==> config.mk <==
export PLATFORM = sky130hd
export DESIGN_NAME = sysid_regfile
export DESIGN_NICKNAME = d
export VERILOG_FILES = /design/src/rtl/sysid_regfile.sv
export SDC_FILE = /design/constraint.sdc
export NUM_CORES = 1
export LEC_CHECK = 0
export ABC_AREA = 0
export CAP_MARGIN = 15
export CORE_MARGIN = 2
export CORE_UTILIZATION = 50
export DETAILED_ROUTE_END_ITERATION = 10
export PLACE_DENSITY = 0.8
export SLEW_MARGIN = 20
export SYNTH_ARGS = -nofsm -noshare
export SYNTH_HDL_FRONTEND = slang
export SYNTH_SLANG_ARGS = --single-unit
==> constraint.sdc <==
create_clock -name clock -period 2.4 [get_ports clock]
set_input_delay 0.24 -clock clock [delete_from_list [all_inputs] [get_ports clock]]
set_output_delay 0.24 -clock clock [all_outputs]
set_load 0.005 [all_outputs]
Fig. 1: routing congestion
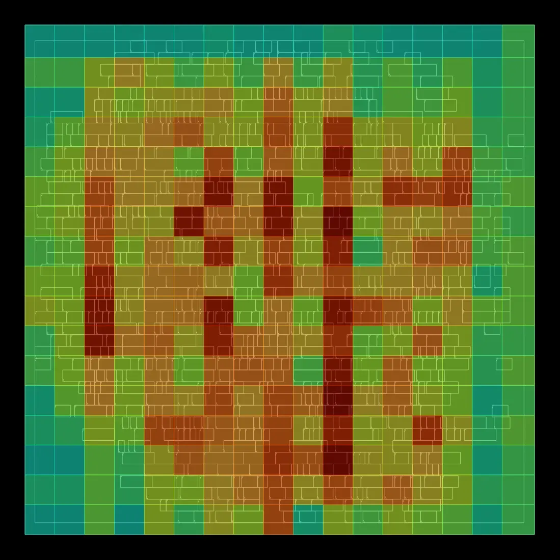
Tot GR Track Use: 23.9%
met1 Track Usage GR: 28.3%
fraction of met3 tracks used by global routing: 5.28%
Most Crowded Layer GR: met2
average detailed-routed wire length per instance: 17.2 um

Fig. 2: zoomed window
Window x 78 to 98, y 19 to 39 um. Cells in gray, sequential cells in the stronger gray; small squares are vias.
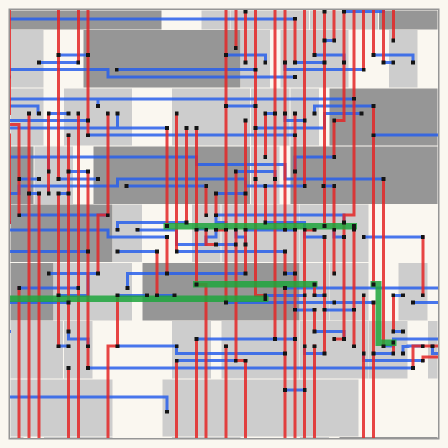
blue -> met1
red -> met2
green -> met3
cells with their middle in the window = 30
sequential cells in the window = 6
most frequent = nor2_1 (6), dfxtp_1 (6), mux2i_1 (4)

==> results.json <==
{
  "postSynth.topFlopCell": "sky130_fd_sc_hd__dfxtp_1",
  "clock_pin_slew_on_the_worst_setup_and_hold_paths_ns": 0.06,
  "hold-path-cell-count": 4,
  "synth_flops": 161,
  "dpl.hpwl_um": 10900,
  "cp_slowest_cell": "sky130_fd_sc_hd__nor2_2",
  "yosysWarningCount": 0,
  "finalHoldViolations": 0,
  "hold_buf_count_cts": 1,
  "share_of_flip_flops_with_an_asynchronous_set_or_reset_after_synthesis_pct": 0,
  "fin_hold_ws_ns": 0.349,
  "critical_path.max_fanout": 17,
  "critPathArrivalTime_ns": 2.24,
  "antenna-diode-count": 0,
  "maxCapViolCount": 0,
  "drt-total-wl_um": 16600,
  "outcome": "completed",
  "overflow_after_grt": 0,
  "layout_cells_sized_above_1_pct": 10.6,
  "postLayoutCoreUtil_pct": 64.6,
  "tightestPinTransition_ns": 0.855,
  "number_of_flip_flops_in_the_largest_register": 128,
  "final_common_cell": "sky130_fd_sc_hd__dfxtp_1",
  "drc_errors": 0,
  "grt_first_pass_wirelength_um": 26700,
  "setup_tns_ns": 0,
  "layoutNonFillerInstCount": 966,
  "io_pins": 77,
  "num_rows": 41
}
-- power breakdown --
group	internal, mW	total [mW]	switching, mW
clock network	1.71	2.77	1.06
logic	0.166	0.404	0.238
registers	2.70	2.71	0.0110
total	4.58	5.89	1.31
-- cell families after synthesis --
group / Yosys count / synth area share [%]
AND/OR/NAND/NOR: 263 / 19.8
flip-flops: 161 / 49.7
buffers and inverters: 45 / 3.18
multiplexers: 96 / 14.8
AND-OR/OR-AND: 126 / 12.5
-- area by class of cell --
cell class,instances,area [um2]
Fill cell,1051,4470
Sequential cell,161,3220
Inverter,2,7.51
Multi-Input combinational cell,485,3060
Clock inverter,9,130
Clock buffer,23,478
Timing Repair Buffer,114,1040
Tap cell,172,215
-- Yosys cell counts (8+ instances only) --
library cell | n | area (um2)
sky130_fd_sc_hd__mux2i_1 | 96 | 961
sky130_fd_sc_hd__o221ai_1 | 13 | 114
sky130_fd_sc_hd__o2bb2ai_1 | 17 | 149
sky130_fd_sc_hd__nor3_4 | 8 | 130
sky130_fd_sc_hd__a221oi_1 | 17 | 149
sky130_fd_sc_hd__buf_2 | 8 | 40.0
sky130_fd_sc_hd__nand2_1 | 80 | 300
sky130_fd_sc_hd__clkbuf_1 | 31 | 116
sky130_fd_sc_hd__nor2_1 | 123 | 462
sky130_fd_sc_hd__a21oi_1 | 45 | 225
sky130_fd_sc_hd__dfxtp_1 | 161 | 3220
sky130_fd_sc_hd__o21ai_0 | 30 | 150
sky130_fd_sc_hd__nor2b_1 | 32 | 200
-- metal layers --
metal / up-vias / share of wire (%) / GRT usage, %
li1: 2577 / - / -
met4: 0 / 2.2 / 9.71
met5: - / 0 / 0
met3: 27 / 4.1 / 5.28
met1: 2632 / 43 / 28.3
met2: 166 / 50 / 42.0
-- worst min-delay path: cells and delay by family --
kind / cells / cell delay, ns
simple gates: 1 / 0.09
buf+inv: 1 / 0.18
compound gates: 2 / 0.23
No activity file was given, so power comes from the tool's default toggle rates.
